Fig. 1: signal wires by layer
Scale: 6 px per µm.
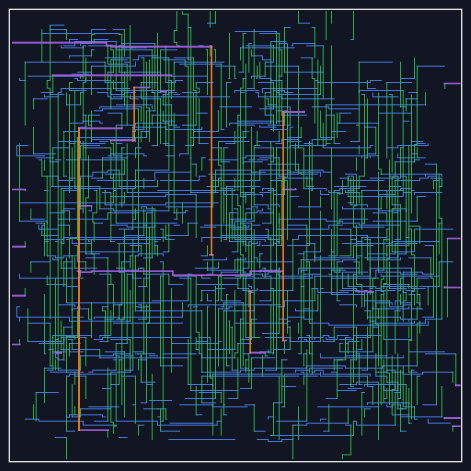
Fig. 2: supply network
Scale: 4 px per µm. Pins as bars on the die edge.
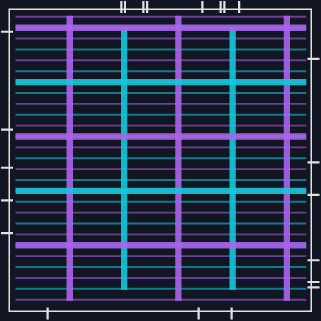
Fig. 3: clock routing
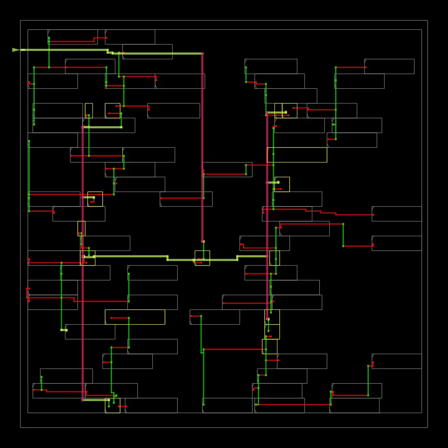
Fig. 4: selected gate families
Scale: 4 px per µm.
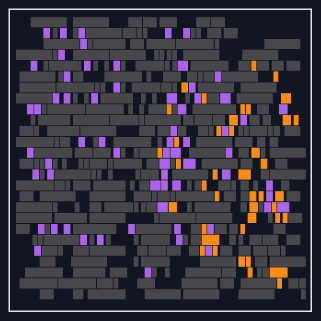
`src/rtl/temp_filter_if.sv`:
```
// Sensor-to-controller bus for the temperature filter.
// master: sensor side (drives sample/sample_valid); slave: the filter.
interface temp_filter_if;
  logic [7:0] sample;
  logic       sample_valid;
  logic [7:0] T;
  logic       t_valid;
  logic       sample_rej;
  logic       stale;

  modport master (
    output sample,
    output sample_valid,
    input  T,
    input  t_valid,
    input  sample_rej,
    input  stale
  );

  modport slave (
    input  sample,
    input  sample_valid,
    output T,
    output t_valid,
    output sample_rej,
    output stale
  );
endinterface

```
`src/rtl/temp_filter.sv`:
```
// Moving-average temperature filter with outlier rejection and stale watchdog.
// Ports: clk, rstN (async active-low), bus (temp_filter_if.slave: sample,
// sample_valid in; T, t_valid, sample_rej, stale out).
// Macro TEMP_FILTER_REJECT_EN builds the outlier rejector; otherwise every
// valid sample is accepted and sample_rej is tied low.
module temp_filter #(
  parameter int LOG2_N    = 2,
  parameter int RESET_T   = 25,
  parameter int MAX_STEP  = 10,
  parameter int REJ_LIMIT = 3,
  parameter int TIMEOUT   = 1000
) (
  input  logic         clk,
  input  logic         rstN,
  temp_filter_if.slave bus
);

  localparam int N  = 1 << LOG2_N;
  localparam int SW = 8 + LOG2_N;

  logic [7:0]        win [N];
  logic [SW-1:0]     sum;
  logic [LOG2_N-1:0] idx;
  logic [SW-1:0]     new_sum;
  logic              accept;
  logic              reject;

  logic [15:0]       wd_cnt;
  logic [15:0]       wd_nxt;

`ifdef TEMP_FILTER_REJECT_EN
  localparam int RW = (REJ_LIMIT > 0) ? $clog2(REJ_LIMIT + 1) : 1;

  logic [RW-1:0] rej_cnt;
  logic [8:0]    diff;
  logic          outlier;
  logic          at_limit;

  assign diff = (bus.sample >= bus.T)
              ? ({1'b0, bus.sample} - {1'b0, bus.T})
              : ({1'b0, bus.T} - {1'b0, bus.sample});
  assign outlier  = diff > 9'(MAX_STEP);
  assign at_limit = rej_cnt == RW'(REJ_LIMIT);
  // After REJ_LIMIT rejections in a row the jump is treated as real.
  assign accept = bus.sample_valid && (!outlier || at_limit);
  assign reject = bus.sample_valid && outlier && !at_limit;

  always_ff @(posedge clk or negedge rstN) begin
    if (!rstN) begin
      rej_cnt <= '0;
    end else if (reject) begin
      rej_cnt <= rej_cnt + 1'b1;
    end else if (accept) begin
      rej_cnt <= '0;
    end
  end
`else
  assign accept = bus.sample_valid;
  assign reject = 1'b0;
`endif

  assign new_sum = sum - SW'(win[idx]) + SW'(bus.sample);

  always_ff @(posedge clk or negedge rstN) begin
    if (!rstN) begin
      for (int i = 0; i < N; i++) begin
        win[i] <= 8'(RESET_T);
      end
      sum       <= SW'(N * RESET_T);
      idx       <= '0;
      bus.T     <= 8'(RESET_T);
      bus.t_valid <= 1'b0;
    end else begin
      bus.t_valid <= accept;
      if (accept) begin
        win[idx] <= bus.sample;
        sum      <= new_sum;
        idx      <= idx + 1'b1;
        bus.T    <= new_sum[SW-1:LOG2_N];
      end
    end
  end

  always_ff @(posedge clk or negedge rstN) begin
    if (!rstN) begin
      bus.sample_rej <= 1'b0;
    end else begin
      bus.sample_rej <= reject;
    end
  end

  // Any strobe clears the watchdog, even on the cycle it would expire.
  always_comb begin
    wd_nxt = wd_cnt;
    if (bus.sample_valid) begin
      wd_nxt = '0;
    end else if (wd_cnt != 16'(TIMEOUT)) begin
      wd_nxt = wd_cnt + 1'b1;
    end
  end

  always_ff @(posedge clk or negedge rstN) begin
    if (!rstN) begin
      wd_cnt    <= '0;
      bus.stale <= 1'b0;
    end else begin
      wd_cnt    <= wd_nxt;
      bus.stale <= wd_nxt == 16'(TIMEOUT);
    end
  end

endmodule

```
`src/flat_wrapper.sv`:
```
// flat-port wrapper written by rule: the top's interface ports become plain ports
module temp_filter_flat 
#(
  parameter int LOG2_N    = 2,
  parameter int RESET_T   = 25,
  parameter int MAX_STEP  = 10,
  parameter int REJ_LIMIT = 3,
  parameter int TIMEOUT   = 1000
)
  (clk, rstN, bus_sample, bus_sample_valid, bus_T, bus_t_valid, bus_sample_rej, bus_stale);
  temp_filter_if bus_i ();
  input  logic clk;
  input  logic rstN;
  input wire logic [$bits(bus_i.sample)-1:0] bus_sample;
  input wire logic [$bits(bus_i.sample_valid)-1:0] bus_sample_valid;
  output wire logic [$bits(bus_i.T)-1:0] bus_T;
  output wire logic [$bits(bus_i.t_valid)-1:0] bus_t_valid;
  output wire logic [$bits(bus_i.sample_rej)-1:0] bus_sample_rej;
  output wire logic [$bits(bus_i.stale)-1:0] bus_stale;
  assign bus_i.sample = bus_sample;
  assign bus_i.sample_valid = bus_sample_valid;
  assign bus_T = bus_i.T;
  assign bus_t_valid = bus_i.t_valid;
  assign bus_sample_rej = bus_i.sample_rej;
  assign bus_stale = bus_i.stale;
  temp_filter #(.LOG2_N(LOG2_N), .RESET_T(RESET_T), .MAX_STEP(MAX_STEP), .REJ_LIMIT(REJ_LIMIT), .TIMEOUT(TIMEOUT)) u_core (.clk(clk), .rstN(rstN), .bus(bus_i));
endmodule
```
`config.mk`:
```
export PLATFORM = sky130hd
export DESIGN_NAME = temp_filter_flat
export DESIGN_NICKNAME = d
export VERILOG_FILES = /design/src/rtl/temp_filter_if.sv /design/src/rtl/temp_filter.sv /design/src/flat_wrapper.sv
export SDC_FILE = /design/constraint.sdc
export NUM_CORES = 1
export LEC_CHECK = 0
export ABC_CLOCK_PERIOD_IN_PS = 5500
export CORE_UTILIZATION = 66
export CTS_BUF_LIST = sky130_fd_sc_hd__clkbuf_4
export DETAILED_ROUTE_END_ITERATION = 6
export PLACE_DENSITY_LB_ADDON = 0.2
export SYNTH_ARGS = -nofsm -noshare
export SYNTH_HDL_FRONTEND = slang
export SYNTH_SLANG_ARGS = --single-unit
```
`constraint.sdc`:
```
create_clock -name clk -period 5.5 [get_ports clk]
set_input_delay 1.1 -clock clk [delete_from_list [all_inputs] [get_ports clk]]
set_output_delay 1.1 -clock clk [all_outputs]
set_load 0.05 [all_outputs]
```
==> results.sh <==
# implementation run metrics
export IMPL_status="finished clean"
export IMPL_grt_max_degree=63
export IMPL_finalSetupTns_ns=0
export IMPL_grt_pass1_vias=2472
export IMPL_drt_iter0_markers=79
export IMPL_inv_count=41
export IMPL_cp_end_kind="flip-flop"
export IMPL_async_flop_share_pct=100
export IMPL_setup_ws_ns=1.75
export IMPL_placed_cells=429
export IMPL_hold_class="reg -> reg"
export IMPL_synth_avg_cell_area_um2=9.84
export IMPL_worstPathRequired_ns=5.80
export IMPL_slew_violations=0
export IMPL_postSynthCellCount=359
export IMPL_preCtsSetupSlack_ns=1.40
export IMPL_logic_gate_count=234
export IMPL_cts_tree="yes"
export IMPL_timing_worst_setup_path_type="reg -> reg"
export IMPL_seq_share_pct=40.8
export IMPL_ys_chip_area_um2=3530
export IMPL_cp_startpoint="u_core.idx[0]"
export IMPL_grt_antenna_before_repair=0
export IMPL_diodes=0
export IMPL_crit_buf_inv=1
export IMPL_setup_violations=0
export IMPL_hold_ws_ns=0.488
export IMPL_clockBufferDepth=2
export IMPL_adder_share_pct=10.2
export IMPL_stdcell_area_um2=3850
export IMPL_finalCritPeriodShare_pct=68.3
export IMPL_met2_length_mm=3.45
export IMPL_power_density_nw_per_um2=691
export IMPL_crit_fanout=12
export IMPL_top_layer="met4"
export IMPL_mux_share_pct=7.30
export IMPL_synth_area_um2=3530
export IMPL_wl_met1_mm=2.86
export IMPL_post_cts_buffers=0
export IMPL_lay_top_cells="47 x nand2_1, 47 x dfrtp_1, 44 x o21ai_0, 41 x inv_1, 26 x nor2_1"
export IMPL_drv_cap=0
export IMPL_synth_distinct_cells=46
export IMPL_simple_gate_share_pct=14.2
Back to the opening pictures, Fig. 1:
legend:
  orange:
    layer: met4
    wire_length: 142 µm
  purple:
    layer: met3
    wire_length: 142 µm
  green:
    layer: met2
    wire_length: 3,450 µm
  blue:
    layer: met1
    wire_length: 2,860 µm
final wirelength: 6.59 mm
via count: 2,474

Back to the opening pictures, Fig. 2:
legend:
  cyan:
    net: VDD
  purple:
    net: VSS
met4 straps: 5
met5 straps: 5
met1 rails: 27
signal pins: 22
area of the core: 5140 µm²
chip width: 75.1 µm
die height: 75.1 µm
VDD IR max: 0.000371 V

Back to the opening pictures, Fig. 3:
power in the clock group: 342 µW
flop count: 62
Clock Sinks: 62
Final Skew: 0.0149 ns

Back to the opening pictures, Fig. 4:
legend:
  purple:
    family: inverting AOI/OAI gates
    cells: 64
    most_used: o21ai_0
  orange:
    family: NOR gates
    cells: 41
    most_used: nor2_1
logic share of the area: 43.6%
post-route non-filler standard cell count: 445

==> cell usage after synthesis (2+ instances only) <==
cell,n,area (µm²)
dfrtp_1,47,1180
nor4_2,2,25.0
nand4_1,5,31.3
o22ai_1,2,12.5
a21o_1,2,15.0
o31ai_1,2,15.0
nor4_1,3,18.8
a21oi_1,7,35.0
clkbuf_1,7,26.3
a41oi_1,2,17.5
a31oi_1,2,12.5
dfstp_2,15,394
inv_1,41,154
nand3_1,4,20.0
o21a_1,2,15.0
nand2_1,47,176
buf_1,3,11.3
a21boi_0,2,15.0
and2_1,2,12.5
buf_4,10,75.1
ha_1,16,200
mux4_2,8,180
mux2_2,6,67.6
nor2b_1,3,18.8
xor2_1,10,87.6
a211oi_1,2,15.0
xnor2_1,10,87.6
fa_1,8,160
o21ai_0,44,220
nor3_1,4,20.0
nor2_1,26,97.6
==> per-layer routing <==
layer / up-vias / global-route usage, %
met2: 32 / 46.7
met4: 0 / 13.0
met1: 1212 / 33.2
met3: 14 / 4.82
li1: 1216 / -
met5: - / 0
==> where the power goes <==
group	total [mW]	switching [mW]	internal, mW	leakage, nW
combinational	1.53	0.857	0.675	0.898
sequential	0.786	0.126	0.661	0.761
clock	0.342	0.158	0.185	0.0829
total	2.66	1.14	1.52	1.74
==> tightest hold or removal path, delay by kind of cell (launching register included) <==
| family | cells | cell delay, ns |
|---|---|---|
| simple gates | 1 | 0.04 |
| compound gates | 1 | 0.07 |
| flops | 1 | 0.38 |
==> sequential cells by signal, summed over array words and instances, names as in the netlist <==
| name | cells |
|---|---|
| u_core.idx | 2 |
| u_core.bus.T | 7 |
| u_core.sum | 3 |
| u_core.bus.t_valid | 1 |
| u_core.win | 32 |
| u_core.wd_cnt | 16 |
| u_core.bus.stale | 1 |
Power and IR drop assume default switching activity.
